### Signal wires on met1, run 1

Scale bar: 20 µm.
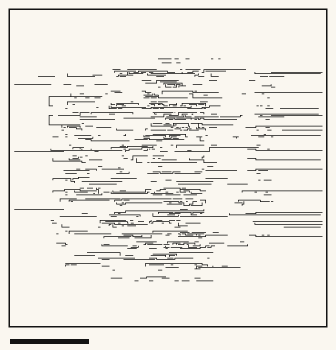
### The metal 2 layer, run 1

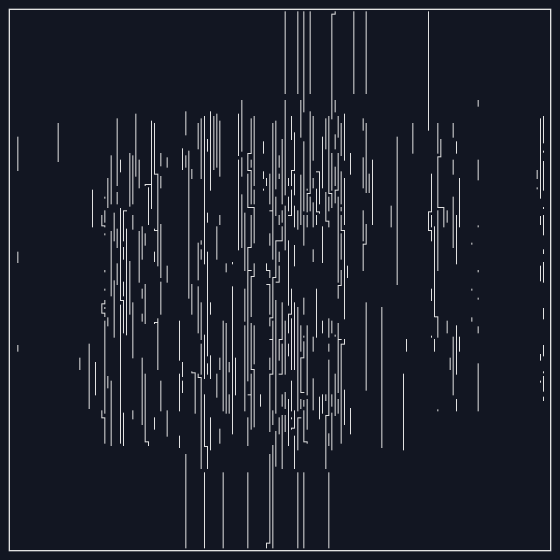
### Met3 routing, run 1

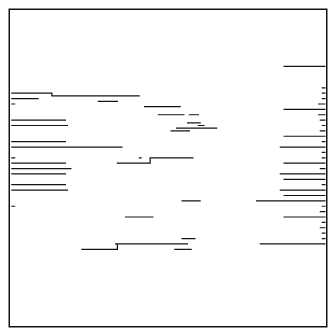
### Nets reached from selected ports, run 1

Scale bar: 20 µm.
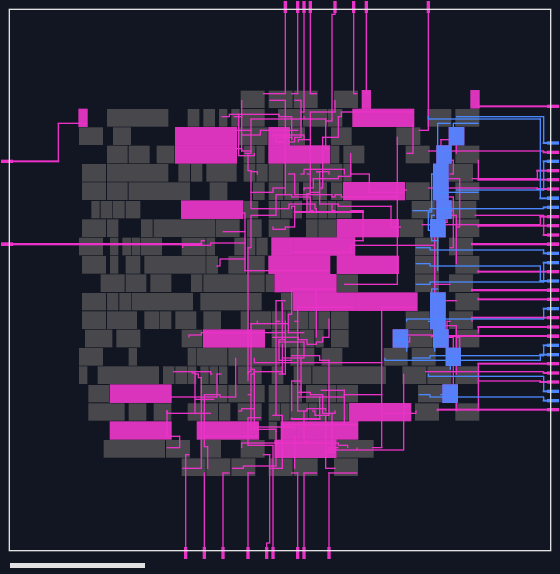
`src/rtl/vga_chain_source_pkg.sv`:
```
// Shared VGA timing constants, FSM state and chain payload type for the
// vga_chain_source head and the Draw_* overlays further down the chain.
package vga_chain_source_pkg;

    localparam int unsigned VGA_H_ACTIVE = 640;
    localparam int unsigned VGA_H_FP     = 16;
    localparam int unsigned VGA_H_SYNC   = 96;
    localparam int unsigned VGA_H_BP     = 48;
    localparam int unsigned VGA_H_TOTAL  = VGA_H_ACTIVE + VGA_H_FP + VGA_H_SYNC + VGA_H_BP;

    localparam int unsigned VGA_V_ACTIVE = 480;
    localparam int unsigned VGA_V_FP     = 10;
    localparam int unsigned VGA_V_SYNC   = 2;
    localparam int unsigned VGA_V_BP     = 33;
    localparam int unsigned VGA_V_TOTAL  = VGA_V_ACTIVE + VGA_V_FP + VGA_V_SYNC + VGA_V_BP;

    localparam int unsigned PXL_W   = 11;
    localparam int unsigned COLOR_W = 4;

    typedef enum logic [1:0] {
        IDLE,
        RUN,
        DRAIN
    } vga_state_t;

    typedef struct packed {
        logic [PXL_W-1:0]   pxl_x;
        logic [PXL_W-1:0]   pxl_y;
        logic [COLOR_W-1:0] red;
        logic [COLOR_W-1:0] green;
        logic [COLOR_W-1:0] blue;
        logic               en;
        logic               hsync;
        logic               vsync;
        logic               active;
    } vga_chain_t;

    function automatic logic in_window(input int unsigned pos, input int unsigned lo,
                                       input int unsigned len);
        return (pos >= lo) && (pos < lo + len);
    endfunction

endpackage

```
`src/rtl/vga.sv`:
```
// Chain link carrying one pixel's position, colour and sync state per clock.
interface vga;
    import vga_chain_source_pkg::*;

    vga_chain_t t;

    modport out (output t);
    modport in  (input  t);
endinterface

```
`src/rtl/vga_line_counter.sv`:
```
// Wrap counter: counts 0..TOTAL-1 while en is high; wrap flags the terminal count.
module vga_line_counter #(
    parameter int unsigned TOTAL = 800,
    parameter int unsigned W     = $clog2(TOTAL)
) (
    input  logic         clk,
    input  logic         resetN,
    input  logic         en,
    output logic [W-1:0] cnt,
    output logic         wrap
);

    assign wrap = en && (cnt == W'(TOTAL - 1));

    always_ff @(posedge clk or negedge resetN) begin
        if (!resetN) begin
            cnt <= '0;
        end else if (en) begin
            cnt <= wrap ? '0 : cnt + W'(1);
        end
    end

endmodule

```
`src/rtl/vga_chain_source.sv`:
```
// Head of the VGA draw chain: generates raster timing and a flat background,
// starting whole frames on request and never truncating a frame in progress.
module vga_chain_source
    import vga_chain_source_pkg::*;
#(
    parameter int unsigned H_ACTIVE = VGA_H_ACTIVE,
    parameter int unsigned H_FP     = VGA_H_FP,
    parameter int unsigned H_SYNC   = VGA_H_SYNC,
    parameter int unsigned H_BP     = VGA_H_BP,
    parameter int unsigned V_ACTIVE = VGA_V_ACTIVE,
    parameter int unsigned V_FP     = VGA_V_FP,
    parameter int unsigned V_SYNC   = VGA_V_SYNC,
    parameter int unsigned V_BP     = VGA_V_BP,
    parameter logic        SYNC_POL = 1'b0
) (
    input  logic        clk,
    input  logic        resetN,
    input  logic        run,
    input  logic [11:0] bg_color,
    vga.out             vga_chain_out,
    output logic        frame_start,
    output logic [7:0]  frame_cnt
);

    localparam int unsigned H_TOTAL = H_ACTIVE + H_FP + H_SYNC + H_BP;
    localparam int unsigned V_TOTAL = V_ACTIVE + V_FP + V_SYNC + V_BP;
    localparam int unsigned H_W     = $clog2(H_TOTAL);
    localparam int unsigned V_W     = $clog2(V_TOTAL);

    vga_state_t     state;
    logic [H_W-1:0] h_cnt;
    logic [V_W-1:0] v_cnt;
    logic           counting;
    logic           h_wrap;
    logic           last_pixel;
    logic           visible;
    int unsigned    hx;
    int unsigned    vx;
    vga_chain_t     pix;

    assign counting = (state != IDLE);
    assign hx       = 32'(h_cnt);
    assign vx       = 32'(v_cnt);

    vga_line_counter #(.TOTAL(H_TOTAL), .W(H_W)) u_h_cnt (
        .clk    (clk),
        .resetN (resetN),
        .en     (counting),
        .cnt    (h_cnt),
        .wrap   (h_wrap)
    );

    // The vertical wrap is only raised on a horizontal wrap, so it marks the last pixel.
    vga_line_counter #(.TOTAL(V_TOTAL), .W(V_W)) u_v_cnt (
        .clk    (clk),
        .resetN (resetN),
        .en     (h_wrap),
        .cnt    (v_cnt),
        .wrap   (last_pixel)
    );

    // Dropping run on the very last pixel ends cleanly in IDLE rather than
    // entering DRAIN for a whole extra frame.
    always_ff @(posedge clk or negedge resetN) begin
        if (!resetN) begin
            state <= IDLE;
        end else begin
            unique case (state)
                IDLE:    if (run) state <= RUN;
                RUN:     if (!run) state <= last_pixel ? IDLE : DRAIN;
                DRAIN: begin
                    if (run)             state <= RUN;
                    else if (last_pixel) state <= IDLE;
                end
                default: state <= IDLE;
            endcase
        end
    end

    always_ff @(posedge clk or negedge resetN) begin
        if (!resetN) begin
            frame_cnt <= '0;
        end else if (frame_start) begin
            frame_cnt <= frame_cnt + 8'd1;
        end
    end

    assign frame_start = counting && (h_cnt == '0) && (v_cnt == '0);
    assign visible     = counting && (hx < H_ACTIVE) && (vx < V_ACTIVE);

    always_comb begin
        pix        = '0;
        pix.pxl_x  = PXL_W'(h_cnt);
        pix.pxl_y  = PXL_W'(v_cnt);
        pix.active = visible;
        pix.en     = 1'b0;
        pix.hsync  = (counting && in_window(hx, H_ACTIVE + H_FP, H_SYNC)) ? SYNC_POL : ~SYNC_POL;
        pix.vsync  = (counting && in_window(vx, V_ACTIVE + V_FP, V_SYNC)) ? SYNC_POL : ~SYNC_POL;
        {pix.red, pix.green, pix.blue} = visible ? bg_color : '0;
    end

    assign vga_chain_out.t = pix;

endmodule

```
`src/flat_wrapper.sv`:
```
// flat-port wrapper written by rule: the top's interface ports become plain ports
module vga_chain_source_flat import vga_chain_source_pkg::*;
#(
    parameter int unsigned H_ACTIVE = VGA_H_ACTIVE,
    parameter int unsigned H_FP     = VGA_H_FP,
    parameter int unsigned H_SYNC   = VGA_H_SYNC,
    parameter int unsigned H_BP     = VGA_H_BP,
    parameter int unsigned V_ACTIVE = VGA_V_ACTIVE,
    parameter int unsigned V_FP     = VGA_V_FP,
    parameter int unsigned V_SYNC   = VGA_V_SYNC,
    parameter int unsigned V_BP     = VGA_V_BP,
    parameter logic        SYNC_POL = 1'b0
)
  (clk, resetN, run, bg_color, frame_start, frame_cnt, vga_chain_out_t);
  vga vga_chain_out_i ();
  input  logic clk;
  input  logic resetN;
  input  logic run;
  input  logic [11:0] bg_color;
  output logic frame_start;
  output logic [7:0] frame_cnt;
  output wire logic [$bits(vga_chain_out_i.t)-1:0] vga_chain_out_t;
  assign vga_chain_out_t = vga_chain_out_i.t;
  vga_chain_source #(.H_ACTIVE(H_ACTIVE), .H_FP(H_FP), .H_SYNC(H_SYNC), .H_BP(H_BP), .V_ACTIVE(V_ACTIVE), .V_FP(V_FP), .V_SYNC(V_SYNC), .V_BP(V_BP), .SYNC_POL(SYNC_POL)) u_core (.clk(clk), .resetN(resetN), .run(run), .bg_color(bg_color), .vga_chain_out(vga_chain_out_i), .frame_start(frame_start), .frame_cnt(frame_cnt));
endmodule
```
`config.mk`:
```
export PLATFORM = sky130hd
export DESIGN_NAME = vga_chain_source_flat
export DESIGN_NICKNAME = d
export VERILOG_FILES = /design/src/rtl/vga_chain_source_pkg.sv /design/src/rtl/vga.sv /design/src/rtl/vga_line_counter.sv /design/src/rtl/vga_chain_source.sv /design/src/flat_wrapper.sv
export SDC_FILE = /design/constraint.sdc
export NUM_CORES = 1
export LEC_CHECK = 0
export CAP_MARGIN = 10
export CORE_MARGIN = 10
export CORE_UTILIZATION = 48
export DETAILED_ROUTE_END_ITERATION = 10
export HOLD_SLACK_MARGIN = 0.08
export PLACE_DENSITY = 0.95
export SETUP_SLACK_MARGIN = 0.5
export SLEW_MARGIN = 40
export SYNTH_ARGS = -nofsm -noshare
export SYNTH_HDL_FRONTEND = slang
export SYNTH_SLANG_ARGS = --single-unit
```
`constraint.sdc`:
```
create_clock -name clk -period 6.05 [get_ports clk]
set_clock_uncertainty 0.1 [all_clocks]
set_input_delay 1.5125 -clock clk [delete_from_list [all_inputs] [get_ports clk]]
set_output_delay 1.5125 -clock clk [all_outputs]
set_load 0.005 [all_outputs]
```
==> run summary, run 1 <==
Implementation results. The portion of synthesized area spent on multiplexers is 1.456%. Simple-gate share of the synthesized area landed at 28.53%. Looking at hold timing, the worst path starts from u_core.frame_cnt[7]. Per the layout area report, the register area comes to 750.7 µm².

Final critical-path required period landed at 4199 ps. Maximum clock frequency landed at 238.2 MHz. The floorplan report gives the top-level pin count as 62. The final layout report lists a filler cell count of 251. The group that draws the most power in this run is sequential cells.

Input and output buffers added on the ports amount to 58. First-pass detailed-route iteration total landed at 6. Met1 routed wirelength after detailed routing landed at 1852 µm. Required time at the endpoint of the critical path landed at 4440 ps. Clock-pin slew of the registers on the worst-case setup and hold paths landed at 90 ps. Number of logic gates landed at 131. The most common cell in the synthesized netlist is dfrtp_1. The kind of cell with the highest combined delay along the critical path is buffers and inverters. Effective utilization at floorplan landed at 50.72%.

Remaining design rule violation count landed at 0. Switching power of the nets landed at 0.2096 mW. The initial antenna violation count is 0. Detail-routed net length per standard cell landed at 15.18 µm. The largest registers in the layout are u_core.u_h_cnt.cnt: 10 flops, u_core.u_v_cnt.cnt: 10 flops, u_core.frame_cnt: 8 flops. Along the worst path, the maximum fanout reaches 7. Slew of the pin with the lowest slew margin landed at 490.3 ps. Internal power of the cells landed at 0.4624 mW. Final design instance area without fill landed at 0.002405 mm². By area, the class that comes first in the final layout consists of combinational gates. Detailed route wirelength on metal2 landed at 1945 µm.

According to the floorplan log, the row count is 21. By count the netlist is led by dfrtp_1, xnor2_1, nand3_1. Relative slew slack landed at 67.07%. Total design power landed at 0.6721 mW. There are 30 flip-flops and latches. Instance area after placement landed at 0.002330 mm². The script extracted a total leakage power of 1.008 nW.

After detailed routing, no signal wire sits above met4. Of the total standard cell area in the layout, the sequential portion is 31.22%. Overall routing resource usage recorded by global route was 14.26%. Detailed routing inserted a total of 1541 vias. Share of power burned in registers landed at 43.8%. By startpoint and endpoint, the worst setup path is classified as reg -> out.

Initial DRC count landed at 136. Worst-case setup slack after placement landed at 1842 ps. Smallest setup slack after layout landed at 1851 ps. Among the non-sequential cells, simple AND/OR/NAND/NOR gates take the most area.

HPWL after detailed placement landed at 3273 µm. Post-route non-filler standard cell count landed at 283. Chip area landed at 0.006375 mm². Number of warnings the tools reported landed at 28. For this design, the sink count on the clock tree is 30. Counting only logic cells after layout, the most numerous master is clkdlybuf4s50_1. For this run, global-route usage on met3 was measured as 5.743%. The worst setup path is captured at an output port. The most used flip-flop cell after synthesis is dfrtp_1.

The main area contributors are dfrtp_1, xnor2_1, and2_1. The die is 79.85 µm tall. For the final routed database, the setup TNS stands at 0 ps. Final core area utilization landed at 70.95%.

Met3 routed wirelength landed at 446 µm. Largest net degree at the start of global routing landed at 31. Number of signal-net buffers in the layout landed at 61. Overall die width landed at 79.85 µm.

Traced cell by cell, the critical path runs through inv_1 -> ha_1 -> nor4b_2 -> nor4bb_1 -> buf_4 -> nand2_4 -> inv_1 -> clkdlybuf4s50_1. Net count of the finished layout landed at 256. The worst setup path is launched from a register.

Setup repair after global routing left no endpoint under its margin. The endpoint identified for the worst register-to-register timing path is u_core.frame_cnt[1]. Total number of tap cells landed at 46.

Number of placed cells counting well taps landed at 275. The clock network consumes a total of 0.157 mW. Per the detailed-route log, wirelength across all metal layers totals 4296 µm. A synthesized cell averages 9.824 µm². Per STA, the library cell used most along the worst path is inv_1.

In the final layout, multi-input gates take up 37.10% of the cell area. Relative to the synthesized area, the layout overhead comes to 39.88%. Post-synthesis share of cell area spent on full adders, half adders and majority gates landed at 3.639%. Number of flip-flops and latches in the synthesized netlist landed at 30. STA shows the worst min-delay path finishing at u_core.frame_cnt[7]. Number of buffers and inverters on the critical path landed at 4. Arrival time at the worst endpoint landed at 2590 ps. After synthesis, the largest area contributor takes up 43.67% of total cell area. Number of library cell types mapped by synthesis landed at 42. Per the final report, the share of cell area in clock cells is 3.122%. For the worst-skew pair, the clock arrives at the later sink with an insertion delay of 340 ps. The top cell types in the final layout, fill and taps aside, are clkdlybuf4s50_1, dfrtp_1, xnor2_1, nand3_1. Final number of hold-violating endpoints landed at 0. Total of cells resized after clock tree synthesis landed at 0.

Hold timing on the final database bottoms out at a slack of 381.8 ps. Final worst-path cycle share landed at 69.40%. Dividing the detail-routed via count by the number of cells gives 5.445. The number of setup buffers added after CTS is 0. For this design, the CTS-stage hold fixing added 0 buffers. On the worst path, the slowest cell contributes a delay of 490 ps. In the global route stage, met2 resource usage came out at 23.38%.

Number of buffers between clock root and the deepest sink landed at 2. Number of cells on the critical path landed at 8. The repair_antennas step left the layout with diodes totalling 0. Non-clock buffering takes up 25.08% of total cell area after layout. STA shows the worst reg2reg path with a cell count of 7. The launch point of the worst register-to-register path is recorded as u_core.u_v_cnt.cnt[0]. According to the timing report, the critical path is launched from u_core.u_v_cnt.cnt[0]. The flow reported a cell area power density of 279.5 mW/mm². In this run the clock root is driven by a clkbuf_4. Combinational power for this build is 0.221 mW.

For flop-to-flop paths, the worst setup slack is 3850 ps. Combinational power share landed at 32.8%. Routing usage on met1 landed at 15.79%. The region available for standard cell placement spans 0.003390 mm². Leaving out the clock tree, the finished layout contains an inverter count of 7. The post-synth count of flops with an enable pin is 0. For reference, the final report shows the max-slew violation count at 0.

Per the layout area report, the combinational gate area comes to 892.1 µm². Number of synthesis warnings landed at 0. Proportion of synthesized chip area in sequential cells landed at 43.67%. Synthesis produced 175 cells. The run finished with clean final reports. Post-synthesis instance area landed at 0.001719 mm². Per the GRT log, the top usage layer is met2. OpenSTA lists the critical path endpoint as frame_start. Number of nets with antenna violations after detailed routing landed at 0. The slowest stage of the critical path is the clkdlybuf4s50_1 cell. TritonCTS built the clock tree. Flip-flop and latch power landed at 0.295 mW. In this run, the synthesized area fraction spent on xor and xnor cells is recorded as 9.680%. The clock buffers instantiated in the layout total 7.

In the final report, the number of endpoints failing setup comes to 0. The cell type that accounts for the most area after synthesis is dfrtp_1. The number of cells on the worst hold path is listed as 1. Global placement routability congestion landed at 0.8773. The via count of the first global-routing pass came to 1594. The H-tree generated during clock tree synthesis spans 2 levels. After synthesis, the chip area reported by Yosys is 0.001719 mm². The flow reports that the clock network draws 23.3% of the design power. Global routing finished with a remaining overflow of 0. Maximum resistive drop on vdd landed at 0.2566 mV. Switching portion of total power landed at 31.19%.
Back to the opening pictures, 'Signal wires on met1':
nets with wire on the layer: 216
wire length on this layer: 1850 µm
main direction: horizontal
share of all routed wire: 43%

Back to the opening pictures, 'The metal 2 layer':
wire length on this layer: 1950 µm
nets with wire on the layer: 232
longest straight run: 21.8 µm

Back to the opening pictures, 'Met3 routing':
share of all routed wire: 10%
main direction: horizontal
nets with wire on the layer: 56
wire length on this layer: 447 µm

Back to the opening pictures, 'Nets reached from selected ports':
legend:
  magenta:
    port: vga_chain_out_t
    direction: output
    edge: 19 east, 9 south, 8 north, 2 west
    end_cells: 38
    buffers: 35
    wire: 1580 µm
  blue:
    port: bg_color
    direction: input
    edge: east
    end_cells: 12
    buffers: 12
    wire: 313 µm

### Track usage over the die, run 1

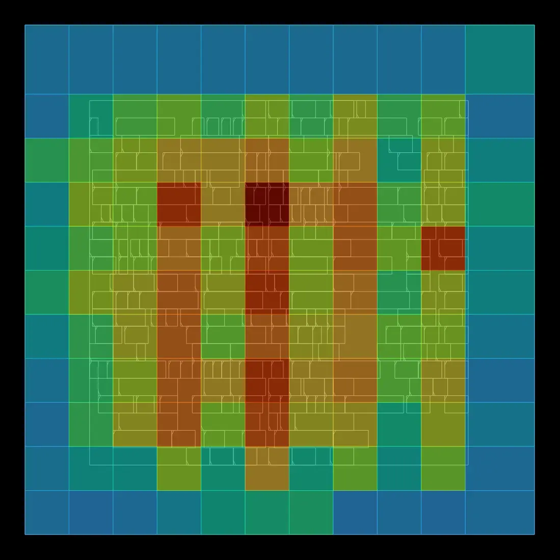

==> run 2: changes to the inputs <==
- CORE_UTILIZATION: 48 -> 40
- PLACE_DENSITY: 0.95 -> 0.86
- clock period: 6.05 -> 3.4 ns (I/O delays scaled with it)
### Track usage over the die, run 2

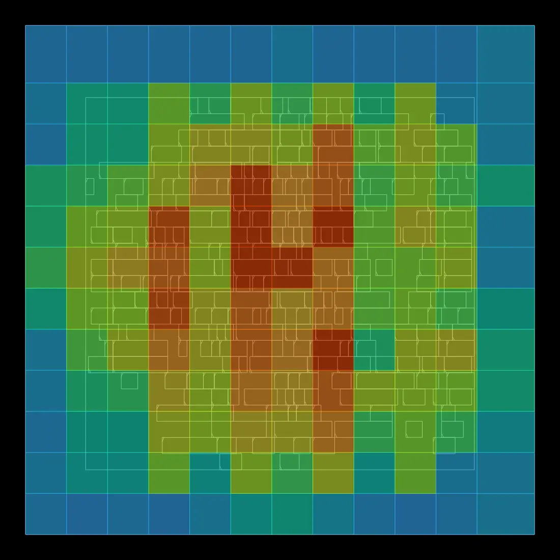
final core utilization: 64.91%
global routing met1 resource utilization: 15.88%
average routed wire per standard cell: 17.02 µm
most utilized layer in the global route result: met2

### Met3 routing, run 2

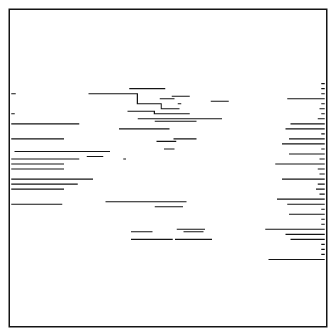
wire length on this layer: 560 µm
main direction: horizontal
longest straight run: 25.5 µm
share of all routed wire: 11%

### Nets reached from selected ports, run 2

Scale bar: 20 µm.
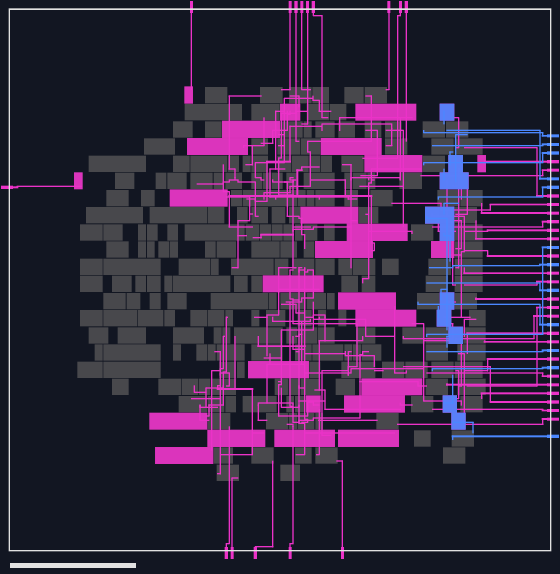
legend:
  blue:
    port: bg_color
    direction: input
    edge: east
    end_cells: 12
    buffers: 12
    wire: 316 µm
  magenta:
    port: vga_chain_out_t
    direction: output
    edge: 23 east, 9 north, 5 south, 1 west
    end_cells: 38
    buffers: 43
    wire: 1840 µm

==> run 2 against run 1 <==
  * Cell area grew 10%
  * Register-to-register slack got worse by 2700 ps
  * Setup slack worse by 1300 ps
  * Clock-buffer cell count unchanged
  * First-iteration DRC count rose by 110%
  * Clock power is 68% higher
  * Non-clock buffer count grew 21
  * Largest power group unchanged
==> run summary, run 2 <==
Implementation results. Flip-flop and latch power landed at 0.516 mW (was 0.295 mW). The largest family of logic cells by area is simple AND/OR/NAND/NOR gates (unchanged). The number of nets with antenna violations after detailed routing is 0 (unchanged). The static leakage power is 1.227 nW (was 1.008 nW). Worst hold path cell count landed at 1 (unchanged).

Number of I/O pins landed at 62 (unchanged). The net count of the finished layout was 278 (was 256). Final wirelength landed at 5241 µm (was 4296 µm). The type of element launching the critical path is an input port (was register).

The largest driver fanout on the critical path came to 1 (was 7). The all-layer global routing usage came to 13.58% (was 14.26%). The detailed route wirelength on metal2 was 2489 µm (was 1945 µm). The number of logic gates came to 132 (was 131). Total inserted antenna cells landed at 0 (unchanged). Post-synthesis xor/xnor area fraction landed at 9.680% (unchanged). Total number of tap cells landed at 50 (was 46).

The initial DRC count is 281 (was 136). The endpoint of the worst hold path is u_core.frame_cnt[7] (unchanged). Portion of the layout cell area used by clock cells landed at 2.877% (was 3.122%).

The share of synthesized area spent on multiplexers was 1.456% (unchanged). The post-CTS setup buffer count was 7 (was 0). Number of placed cells counting well taps landed at 280 (was 275). Number of input and output port buffers inserted landed at 58 (unchanged). Overall die width landed at 85.56 µm (was 79.85 µm).

Instance area after placement landed at 0.002342 mm² (was 0.002330 mm²). Synth cell count leaders: dfrtp_1, xnor2_1, nand3_1 (unchanged). Post-synthesis share of cell area spent on and-or and or-and gates landed at 7.933% (unchanged). The kind of cell with the highest combined delay on the critical path is buffers and inverters (unchanged). Total via count in the routed design landed at 1678 (was 1541).

Worst-case setup slack after placement landed at 360.0 ps (was 1842 ps). The simple-gate share of the synthesized area was 28.53% (unchanged). The startpoint of the tightest hold check path was u_core.frame_cnt[7] (unchanged).

The cell with the biggest individual delay on the critical path is clkdlybuf4s50_1 (unchanged). The smallest setup slack after layout is 526.6 ps (was 1851 ps). The switching power of the nets is 0.3937 mW (was 0.2096 mW).

Sequential fraction of total cell area landed at 28.87% (was 31.22%). The switching portion of total power was 31.47% (was 31.19%). The number of buffers and inverters on the critical path came to 2 (was 4). First-pass detailed-route iteration total landed at 4 (was 6). The detail-routed via count per cell is 5.448 (was 5.445). Total combinational power landed at 0.471 mW (was 0.221 mW). The global placement routability congestion is 0.8524 (was 0.8773). The clock-pin slew of the registers on the worst-case setup and hold paths is 50 ps (was 90 ps).

The logic area came to 939.7 µm² (was 892.1 µm²). The global-route met3 utilization came to 5.771% (was 5.743%). Number of buffers between clock root and the deepest sink landed at 2 (unchanged). For this run, the top clock speed supported by timing is 348.0 MHz. Final count of negative-setup-slack endpoints landed at 0 (unchanged).

Initial antenna violation count landed at 0 (unchanged). Outcome: finished, final reports clean (unchanged). Number of cells on the critical path landed at 3 (was 8). The required time at the endpoint of the critical path came to 2450 ps (was 4440 ps).

The number of buffers inserted for hold repair after clock tree synthesis was 0 (unchanged). Arrival time at the worst endpoint landed at 1920 ps (was 2590 ps). The worst hold slack across all endpoints was 374.7 ps (was 381.8 ps).

The standard cell core area was 0.004086 mm² (was 0.003390 mm²). Met2 track demand over resource in global routing landed at 22.21% (was 23.38%). Chip area landed at 0.007321 mm² (was 0.006375 mm²). The capture point of the worst reg-to-reg path is u_core.u_v_cnt.cnt[7] (was u_core.frame_cnt[1]). Total of cells resized after clock tree synthesis landed at 16 (was 0).

Total design power landed at 1.251 mW (was 0.6721 mW). Setup TNS landed at 0 ps (unchanged). Via count of the first global-routing pass landed at 1661 (was 1594).

The worst-case register-to-register setup slack was 1160 ps (was 3850 ps). The uppermost layer routed is met4 (unchanged). The highest-count logic cell in the final layout was clkdlybuf4s50_1 (unchanged). Final critical-path required period landed at 2873 ps. The number of rows created at floorplan was 23 (was 21). The power density relative to cell area came to 471.6 mW/mm² (was 279.5 mW/mm²). The post-route non-filler standard cell count was 308 (was 283).

The critical setup path kind was in -> out (was reg -> out). The number of synthesized flops with an enable pin is 0 (unchanged). The leading power group is sequential cells (unchanged).

The count of cells along the worst register-to-register path is 6 (was 7). The mean instance size in the synthesized netlist was 9.824 µm² (unchanged). The number of warnings the tools reported was 30 (was 28). The proportion of synthesized chip area in sequential cells is 43.67% (unchanged). The cell repeated most along the worst path was clkdlybuf4s50_1 (was inv_1).

The remaining design rule violation count came to 0 (unchanged). Post-synth area from yosys stat landed at 0.001719 mm² (unchanged). The number of flip-flops and latches in the synthesized netlist was 30 (unchanged). Y dimension of the die landed at 85.56 µm (was 79.85 µm).

Clock insertion delay at the later pin of the skew report landed at 280 ps (was 340 ps). The cell count after synthesis was 175 (unchanged). Number of signal-net buffers in the layout landed at 82 (was 61). The kind of end point of the critical path is an output port (unchanged). The fraction of cell area in non-clock buffers is 29.48% (was 25.08%).

The root buffer cell was clkbuf_8 (was clkbuf_4). The HPWL after detailed placement came to 3494 µm (was 3273 µm). The end point of the critical path was vga_chain_out_t[13] (was frame_start). Logic share of the area landed at 35.42% (was 37.10%). Number of synthesis warnings landed at 0 (unchanged).

The number of sequential cells is 30 (unchanged). Cell Chain, Critical Path: clkdlybuf4s50_1 -> and2_1 -> clkdlybuf4s50_1 (was inv_1 -> ha_1 -> nor4b_2 -> nor4bb_1 -> buf_4 -> nand2_4 -> inv_1 -> clkdlybuf4s50_1). The TritonCTS clock tree was built (unchanged). Leading cell types in the layout, fill and taps excluded: clkdlybuf4s50_1, buf_4, dfrtp_1, xnor2_1, nand3_1 (was clkdlybuf4s50_1, dfrtp_1, xnor2_1, nand3_1). The start point of the critical path was bg_color[9] (was u_core.u_v_cnt.cnt[0]).

Post-synthesis share of cell area spent on full adders, half adders and majority gates landed at 3.639% (unchanged). The number of max-slew violations in the final report was 0 (unchanged). Post-synthesis instance area landed at 0.001719 mm² (unchanged).

The final design instance area without fill was 0.002653 mm² (was 0.002405 mm²). The final number of hold-violating endpoints came to 0 (unchanged). Total grt overflow landed at 0 (unchanged).

The leading register cell type out of synthesis was dfrtp_1 (unchanged). The share of power burned in registers was 41.2% (was 43.8%). Setup repair after global routing missed its margin: true (was false). The dominant cell by count in the synthesized netlist is dfrtp_1 (unchanged). The launch instance of the worst register-to-register path was u_core.u_h_cnt.cnt[0] (was u_core.u_v_cnt.cnt[0]). The combinational power share was 37.7% (was 32.8%).

Met3 routed wirelength landed at 560 µm (was 446 µm). The reported clock group power is 0.264 mW (was 0.157 mW). Internal power of the cells landed at 0.8573 mW (was 0.4624 mW). The clock buffer instance count of the final layout came to 7 (unchanged). The proportion of power drawn by the clock network came to 21.1% (was 23.3%). Met1 routed wirelength after detailed routing landed at 2126 µm (was 1852 µm). Largest net degree at the start of global routing landed at 31 (unchanged). Delay contributed by the slowest stage of the critical path landed at 510 ps (was 490 ps). The fill cell total of the finished layout was 348 (was 251).

Area used by sequential logic in the layout landed at 765.7 µm² (was 750.7 µm²). Area added between synthesis and finish landed at 54.29% (was 39.88%). Top area cell types: dfrtp_1, xnor2_1, and2_1 (unchanged). Clock net sink count landed at 30 (unchanged). The H-tree depth reported by CTS was 2 (unchanged). Of the available clock period, the critical path in the final layout requires 84.51%.

Maximum resistive drop on vdd landed at 0.3451 mV (was 0.2566 mV). Effective utilization at floorplan landed at 42.07% (was 50.72%). The number of library cell types mapped by synthesis was 42 (unchanged).

The leading cell category by total area was combinational gates (unchanged). Share of Yosys cell area claimed by the top area cell type landed at 43.67% (unchanged). The cell type with the largest total area is dfrtp_1 (unchanged). The number of logic inverters in the finished layout is 7 (unchanged).

Top Registers: u_core.u_h_cnt.cnt: 10 flops, u_core.u_v_cnt.cnt: 10 flops, u_core.frame_cnt: 8 flops (unchanged).
No activity file was given, so power comes from the tool's default toggle rates.
